$ cat src/rtl/data_bus_initiator.sv
// Single-outstanding Ibex data-bus initiator: turns a valid/ready command stream into one bus
// transaction at a time and returns read data or status, with bounded gnt/rvalid waits.
module data_bus_initiator #(
    parameter int GNT_TIMEOUT    = 16,
    parameter int RVALID_TIMEOUT = 16
) (
    input  logic        clk,
    input  logic        rst_n,
    input  logic        cmd_valid,
    output logic        cmd_ready,
    input  logic        cmd_we,
    input  logic [31:0] cmd_addr,
    input  logic [3:0]  cmd_be,
    input  logic [31:0] cmd_wdata,
    output logic        rsp_valid,
    input  logic        rsp_ready,
    output logic [31:0] rsp_rdata,
    output logic        rsp_err,
    output logic        rsp_timeout,
    output logic        bus_req,
    input  logic        bus_gnt,
    output logic        bus_we,
    output logic [3:0]  bus_be,
    output logic [31:0] bus_addr,
    output logic [31:0] bus_wdata,
    output logic [6:0]  bus_wdata_intg,
    input  logic        bus_rvalid,
    input  logic [31:0] bus_rdata,
    input  logic        bus_err
);

    localparam int CNT_MAX = (GNT_TIMEOUT > RVALID_TIMEOUT) ? GNT_TIMEOUT : RVALID_TIMEOUT;
    localparam int CNT_W   = $clog2(CNT_MAX + 1);
    localparam logic [CNT_W-1:0] GNT_LAST    = CNT_W'(GNT_TIMEOUT - 1);
    localparam logic [CNT_W-1:0] RVALID_LAST = CNT_W'(RVALID_TIMEOUT - 1);
    localparam logic [CNT_W-1:0] CNT_SAT     = '1;

    typedef enum logic [1:0] {
        IDLE = 2'd0,
        REQ  = 2'd1,
        WAIT = 2'd2,
        RSP  = 2'd3
    } state_t;

    state_t            state;
    state_t            state_next;
    logic [CNT_W-1:0]  cnt;
    logic [CNT_W-1:0]  cnt_next;
    logic [CNT_W-1:0]  cnt_inc;

    logic              we_q;
    logic [31:0]       addr_q;
    logic [3:0]        be_q;
    logic [31:0]       wdata_q;
    logic [31:0]       rdata_q;
    logic              err_q;
    logic              timeout_q;

    logic              latch_cmd;
    logic              capture_rsp;
    logic              set_timeout;
    logic              clear_rsp;

    assign cnt_inc = (cnt == CNT_SAT) ? cnt : cnt + CNT_W'(1);

    // Grant and rvalid are checked before the timeout so a last-cycle response still wins.
    always_comb begin
        state_next  = state;
        cnt_next    = cnt;
        latch_cmd   = 1'b0;
        capture_rsp = 1'b0;
        set_timeout = 1'b0;
        clear_rsp   = 1'b0;
        case (state)
            IDLE: begin
                if (cmd_valid) begin
                    latch_cmd  = 1'b1;
                    cnt_next   = '0;
                    state_next = REQ;
                end
            end
            REQ: begin
                if (bus_gnt) begin
                    cnt_next   = '0;
                    state_next = WAIT;
                end else if (cnt == GNT_LAST) begin
                    set_timeout = 1'b1;
                    state_next  = RSP;
                end else begin
                    cnt_next = cnt_inc;
                end
            end
            WAIT: begin
                if (bus_rvalid) begin
                    capture_rsp = 1'b1;
                    state_next  = RSP;
                end else if (cnt == RVALID_LAST) begin
                    set_timeout = 1'b1;
                    state_next  = RSP;
                end else begin
                    cnt_next = cnt_inc;
                end
            end
            RSP: begin
                if (rsp_ready) begin
                    clear_rsp  = 1'b1;
                    state_next = IDLE;
                end
            end
            default: state_next = IDLE;
        endcase
    end

    always_ff @(posedge clk or negedge rst_n) begin
        if (!rst_n) begin
            state <= IDLE;
            cnt   <= '0;
        end else begin
            state <= state_next;
            cnt   <= cnt_next;
        end
    end

    // Command fields are held after the transaction so the bus outputs never glitch.
    always_ff @(posedge clk or negedge rst_n) begin
        if (!rst_n) begin
            we_q      <= 1'b0;
            addr_q    <= '0;
            be_q      <= '0;
            wdata_q   <= '0;
            rdata_q   <= '0;
            err_q     <= 1'b0;
            timeout_q <= 1'b0;
        end else begin
            if (latch_cmd) begin
                we_q    <= cmd_we;
                addr_q  <= cmd_addr & 32'hFFFF_FFFC;
                be_q    <= cmd_be;
                wdata_q <= cmd_wdata;
            end
            if (capture_rsp) begin
                rdata_q <= we_q ? 32'h0 : bus_rdata;
                err_q   <= bus_err;
            end
            if (set_timeout) begin
                timeout_q <= 1'b1;
            end
            if (clear_rsp) begin
                rdata_q   <= '0;
                err_q     <= 1'b0;
                timeout_q <= 1'b0;
            end
        end
    end

    assign cmd_ready      = (state == IDLE);
    assign bus_req        = (state == REQ);
    assign rsp_valid      = (state == RSP);
    assign rsp_rdata      = rdata_q;
    assign rsp_err        = err_q;
    assign rsp_timeout    = timeout_q;
    assign bus_we         = we_q;
    assign bus_be         = be_q;
    assign bus_addr       = addr_q;
    assign bus_wdata      = wdata_q;
    assign bus_wdata_intg = 7'd0;

endmodule

$ cat config.mk
export PLATFORM = sky130hd
export DESIGN_NAME = data_bus_initiator
export DESIGN_NICKNAME = d
export VERILOG_FILES = /design/src/rtl/data_bus_initiator.sv
export SDC_FILE = /design/constraint.sdc
export NUM_CORES = 1
export LEC_CHECK = 0
export CORE_MARGIN = 2
export CORE_UTILIZATION = 43
export CTS_CLUSTER_DIAMETER = 100
export DETAILED_ROUTE_END_ITERATION = 7
export PLACE_DENSITY = 0.95
export SETUP_SLACK_MARGIN = 0.02
export SKIP_LAST_GASP = 1
export SLEW_MARGIN = 20
export SYNTH_ARGS = -nofsm -noshare
export SYNTH_HDL_FRONTEND = slang
export SYNTH_SLANG_ARGS = --single-unit
$ cat constraint.sdc
create_clock -name clk -period 5.05 [get_ports clk]
set_clock_uncertainty 0.2 [all_clocks]
set_input_delay 0.7575 -clock clk [delete_from_list [all_inputs] [get_ports clk]]
set_output_delay 0.7575 -clock clk [all_outputs]
set_load 0.02 [all_outputs]
==> Changelog: implementation, run 1 <==
## Flow update

* Ranking of synthesized cells by area: dfrtp_1 (63%), mux2_2 (18%), a22o_2 (5.9%)
* Vias in the first global route at 3,400
* H-Tree Depth at 3
* Ys Warns at 0
* Nets@finish at about 600
* DPL Wire Length at 8490 µm
* Total Power at 4.01 mW
* EDFF count, synth at 0
* Crit path launch type: flop
* Data required, critical path at 4.09 ns
* Post-route setup TNS at 0 ns
* Die X at 104 µm
* PortBufs at 209
* ANT nets after route at 0
* Critical path's largest stage delay at 0.70 ns
* Cts bufs inserted at 9
* Final setup fails at 0
* Run status: finished, final reports clean
* Core Area at 9730 µm²
* Slew margin rel. at a little under half
* Die height at 104 µm
* WHS at 0.240 ns
* Top Layer Used: met4
* GPL Wtd Cong at 0.760
* WP buf/inv at 1
* Clock transition at path regs at 0.11 ns
* Worst r2r src: state[0]$_DFFE_PN0P_
* Number of gates resized after CTS at 0
* Worst-case clock buffer depth at 2
* CP Launch Point: state[0]$_DFFE_PN0P_
* Post-synthesis async set-or-reset flop share at 100%
* Average wire per standard cell at about 18 µm
* Reg2Reg Capture Point: bus_wdata[6]$_DFFE_PN0P_
* Met3 wire length at between 600 and 700 µm
* CTS tree: done
* Gr usage total at 21.2%
* Top FF cell, synth: dfrtp_1
* Mapped Cells at 278
* Cell chain of the critical path: ha_1, clkdlybuf4s50_1
* Worst min path class: in -> async
* Final hold vios at 0
* Crit path to: rsp_valid
* Power per Cell Area at a little over 600 nW/µm²
* CP Capture Type: output pin
* Met1 Wirelength at 4570 µm
* ANT cells at 0
* Top cell type by instance count after synthesis: dfrtp_1
* Max-cap viol count at 0
* Ports at roughly 220
* Clock Tree Root: clkbuf_8
* RSZ-0062 raised after global routing: false
* Cell total in the yosys stat output at ~280
* Clock Latency Late Sink at roughly 0.36 ns
* Final Cycle Share at 57.5%
* CTS Sinks at around 110
## run 1: worst min-delay path by stage
stage	slack, ns	endpoint	start	cells past startpoint
finish	0.24	rsp_rdata[1]$_DFFE_PN0P_	rst_n	1
global route	0.30	rsp_rdata[1]$_DFFE_PN0P_	rst_n	1
CTS	0.27	rsp_rdata[1]$_DFFE_PN0P_	rst_n	1
detailed placement	0.28	rsp_rdata[17]$_DFFE_PN0P_	rsp_rdata[17]$_DFFE_PN0P_	1
global placement	0.28	rsp_rdata[20]$_DFFE_PN0P_	rsp_rdata[20]$_DFFE_PN0P_	1
floorplan	0.26	bus_addr[10]$_DFFE_PN0P_	rst_n	0
## run 1: metal layers
layer,GRT usage [%],vias up
met5,0,-
met4,6.27,0
met3,5.03,8
met2,38.0,135
met1,25.3,1555
li1,-,1414
## run 1: final cells by class
cell class	count	area, µm²
Multi-Input combinational cell	153	1440
Fill cell	686	3100
Timing Repair Buffer	213	2130
Clock inverter	5	43.8
Sequential cell	108	2700
Tap cell	133	166
Clock buffer	11	141
Inverter	3	11.3
## run 1: placed cells by master, fill, tap and decap left out, drive strengths merged
cell type	count
clkdlybuf4s50	208
dfrtp	108
mux2	67
a22o	33
clkbuf	11
conb	9
a21oi	7
nor2b	5
ha	5
buf	5
inv	5
nor2	4
o21ai	4
nand2	3
nor4	2
clkinvlp	2
a211oi	1
and2	1
nor3	1
a41o	1
a41oi	1
o21bai	1
nand3	1
a32o	1
a31oi	1
o32ai	1
mux2i	1
o211ai	1
a22oi	1
a21boi	1
clkinv	1
## run 1: sequential cells by signal, indices dropped and copies added (netlist names)
signal / cells
bus_addr: 30
bus_wdata: 32
bus_be: 4
rsp_rdata: 32
bus_we: 1
rsp_timeout: 1
cnt: 5
state: 2
rsp_err: 1
## run 1: metrics by stage
stage	area (µm²)	worst slack (ns)	util (%)
after floorplan	4300	3.10	-
after global placement	6430	2.05	66.1
after detailed placement	6450	2.01	66.3
after CTS	6630	2.13	68.2
after global routing	6630	2.05	68.2
final	6630	2.15	68.2
## run 1: power by group
| group | total [mW] | internal, mW | switching (mW) |
|---|---|---|---|
| logic | 2.06 | 1.09 | 0.962 |
| registers | 1.45 | 1.24 | 0.208 |
| clock network | 0.503 | 0.200 | 0.303 |
## run 1: logic make-up (layout without fill, tap and decap cells)
logic type	count (synthesis)	count (layout)	synth area share, %
adder cells (fa/ha/maj)	5	5	1.46
AND/OR/NAND/NOR	17	17	2.37
AND-OR/OR-AND	54	54	11.2
multiplexers	68	68	17.9
other	1	9	0.0877
buffers and inverters	25	232	3.81
flip-flops	108	108	63.2
## run 1: worst register-to-register path, cell delays in order (launching register included)
cell and delay [ns]:
dfrtp_1 0.44, inv_1 0.09, ha_1 0.26, nand2_2 0.51
buf_4 0.59, mux2_2 0.42
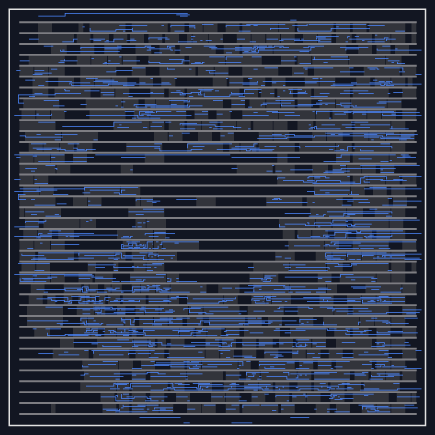
Fig. 1. M1 wires (run 1).
(4 px per µm) Supply wires on this layer in grey. Cells faint in the background.
wire length on this layer = 4,570 µm
main direction = horizontal
share of all routed wire = 40%
nets with wire on the layer = 513
longest straight run = 34.5 µm

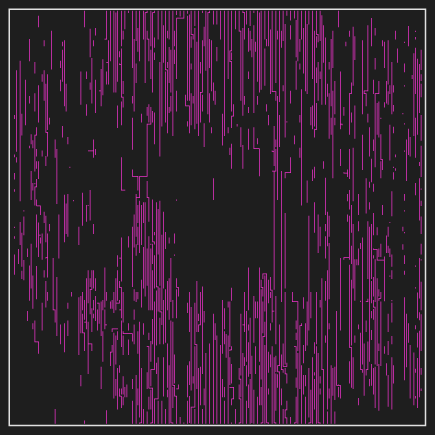
Fig. 2. M2 wires (run 1).
(4 px per µm)
share of all routed wire = 53%
nets with wire on the layer = 564
met2 usage: 38.0%
Total Wirelength: 11,300 µm
Via Count: 3,112

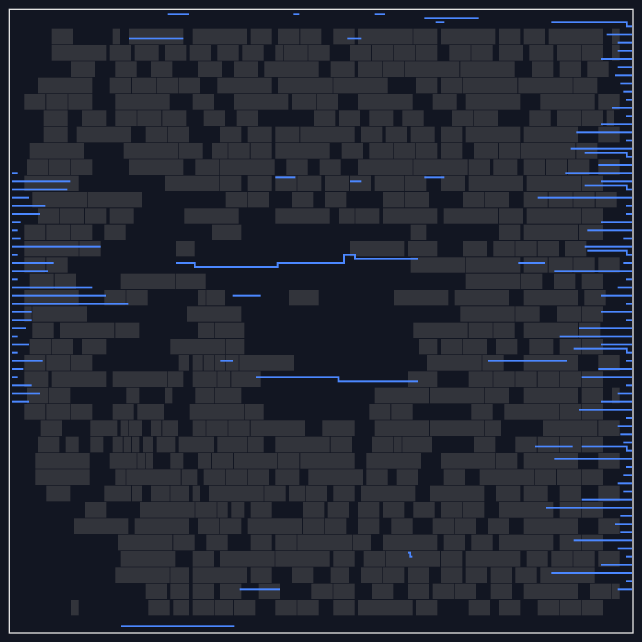
Fig. 3. Metal 3 (run 1).
(6 px per µm) Cells faint in the background.
nets with wire on the layer = 114
wire length on this layer = 630 µm
M3 GR Usage: 5.03%

==> run 2, diff against run 1 <==
Settings changed: CORE_UTILIZATION 43 to 36, PLACE_DENSITY 0.95 to 0.86.
Clock period 5.05 ns to 2.51 ns, I/O delays scaled along.
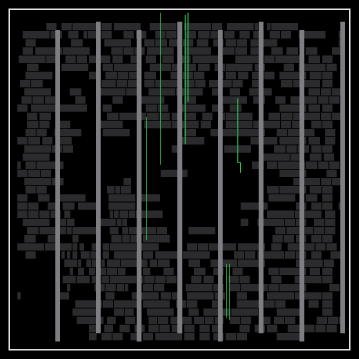
Fig. 4. Signal wires on met4 (run 2).
(3 px per µm) Supply wires on this layer in grey. Cells faint in the background.
main direction = vertical
longest straight run = 50.3 µm
wire length on this layer = 225 µm
nets with wire on the layer = 6
share of all routed wire = 2.1%

==> run 2 against run 1 <==
  * The flow now finishes with violations (DRC)
  * Sequential power grew 100%
  * Setup slack lost 2.0 ns
  * Total power grew 110%
  * Clock-buffer cell count is the same
  * Combinational power grew 100%
  * Sequential share of layout area shrank 0.94 points
  * Worst hold slack gained 0.062 ns
  * Via count shrank 1.1%
  * Critical path type unchanged
  * Critical endpoint is now cmd_ready
  * Largest power group unchanged
==> Changelog: implementation, run 2 <==
## Flow update

* Sw Ratio at 35.3% (was 36.7%)
* Top cell type by instance count after synthesis: dfrtp_1 (unchanged)
* Total Wirelength at 11,000 µm (was 11,300 µm)
* GPL Wtd Cong at 0.814 (was 0.760)
* CP Capture Type: output pin (unchanged)
* Sequential share of power at 34.7% (was 36.2%)
* DPL Wire Length at 8310 µm (was 8490 µm)
* Final Cycle Share at 93.3%
* Post-route setup TNS at 0 ns (unchanged)
* Clock share of power at 15.8% (was 12.5%)
* Run status: finished, violations left (was finished, final reports clean)
* Average wire per standard cell at 17.1 µm (was 18.0 µm)
* Power per Cell Area at 1240 nW/µm² (was 604 nW/µm²)
* CTS Sinks at 108 (unchanged)
* Pint at 5.43 mW (was 2.54 mW)
* Post-synthesis async set-or-reset flop share at 100% (unchanged)
* Final hold vios at 0 (unchanged)
* ANT cells at 0 (unchanged)
* Violated checks: DRC
* Combinational fraction of design power at 49.5% (was 51.3%)
* Most used logic cell in the final layout: clkdlybuf4s50_1 (unchanged)
* Via Count at 3,079 (was 3,112)
* DRC Markers at 16 (was 0)
* Vias in the first global route at 3,348 (was 3,400)
* Ports at 221 (unchanged)
* Crit path launch type: flop (unchanged)
* EDFF count, synth at 0 (unchanged)
* Clock Latency Late Sink at 0.33 ns (was 0.36 ns)
* Worst min path class: reg -> reg (was in -> async)
* Cell chain of the critical path: inv_1, ha_1, clkdlybuf4s50_1 (was ha_1, clkdlybuf4s50_1)
* Total Power at 8.39 mW (was 4.01 mW)
* Slew margin rel. at 65.1% (was 45.4%)
* Switching pwr at 2.96 mW (was 1.47 mW)
* Die height at 113 µm (was 104 µm)
* Top FF cell, synth: dfrtp_1 (unchanged)
* Max-cap viol count at 0 (unchanged)
* Ys Warns at 0 (unchanged)
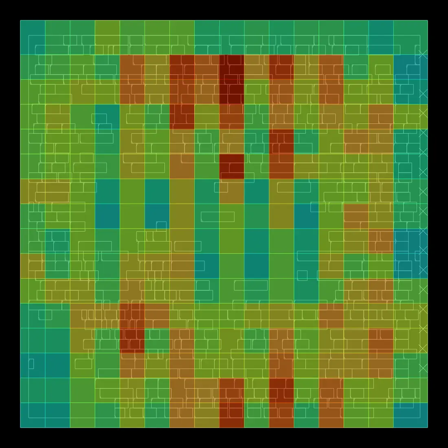
Fig. 5. Routing congestion (run 2).
met1 Use GR: 20.4%
Final Core Density: 59.0%
busiest grt layer: met2

==> run 2: final timing paths <==
kind | endpoint | startpoint | cells past startpoint
setup / recovery | cmd_ready | state[0]$_DFFE_PN0P_ | 3
hold / removal | rsp_rdata[13]$_DFFE_PN0P_ | rsp_rdata[13]$_DFFE_PN0P_ | 1
setup reg to reg | rsp_rdata[0]$_DFFE_PN0P_ | state[0]$_DFFE_PN0P_ | 6
hold reg to reg | rsp_rdata[13]$_DFFE_PN0P_ | rsp_rdata[13]$_DFFE_PN0P_ | 1
max in group asynchronous | bus_wdata[14]$_DFFE_PN0P_ | rst_n | 3
min in group asynchronous | rsp_rdata[10]$_DFFE_PN0P_ | rst_n | 2
==> run 2: through the flow <==
step	setup WS (ns)	hold slack, ns	cell area [µm²]
after detailed placement	0.446	0.191	6500
after floorplan	0.555	-0.119	4300
after global placement	0.492	0.184	6500
final	0.167	0.303	6790
after CTS	0.158	0.306	6790
after global routing	0.0802	0.314	6790
==> run 2: logic make-up after synthesis <==
logic type	share of synthesized area (%)
DFF	63.2
muxes	17.9
AOI/OAI and AO/OA	11.2
buffers and inverters	3.81
and+or+nand+nor	2.37
adders and majority gates	1.46
other	0.0877
==> run 2: per-layer routing <==
layer / GRT usage (%) / share of wire, % / up-vias
met1: 20.4 / 38 / 1532
li1: - / - / 1416
met2: 30.9 / 54 / 114
met5: 0 / 0 / -
met3: 3.21 / 6.1 / 17
met4: 6.42 / 2.0 / 0
==> run 2: what timing repair did <==
item / 4_1_cts / 5_1_grt
endpoints found under the hold margin: 39 / 0
gates resized: 0 / 0
setup endpoints to repair: 0 / 0
hold buffers: 1 / 0
==> run 2: power groups by stage <==
stage                     Sequential (mW)  Combinational [mW]  Clock [mW]
after detailed placement             2.95                4.19           0
after global routing                 3.01                4.38        1.44
after CTS                            2.92                4.21        1.36
after global placement               2.88                4.10           0
after floorplan                      3.83                1.22           0
final                                2.92                4.16        1.32
==> run 2: area by class of cell <==
| cell class | instances | area [µm²] |
|---|---|---|
| clock inverter | 5 | 36.3 |
| timing repair buffer | 217 | 2180 |
| fill | 918 | 4730 |
| tap | 143 | 179 |
| inverter | 3 | 11.3 |
| multi-input combinational | 153 | 1440 |
| clock buffer | 11 | 243 |
| sequential | 108 | 2700 |
Power is estimated from default activity; no workload was simulated.
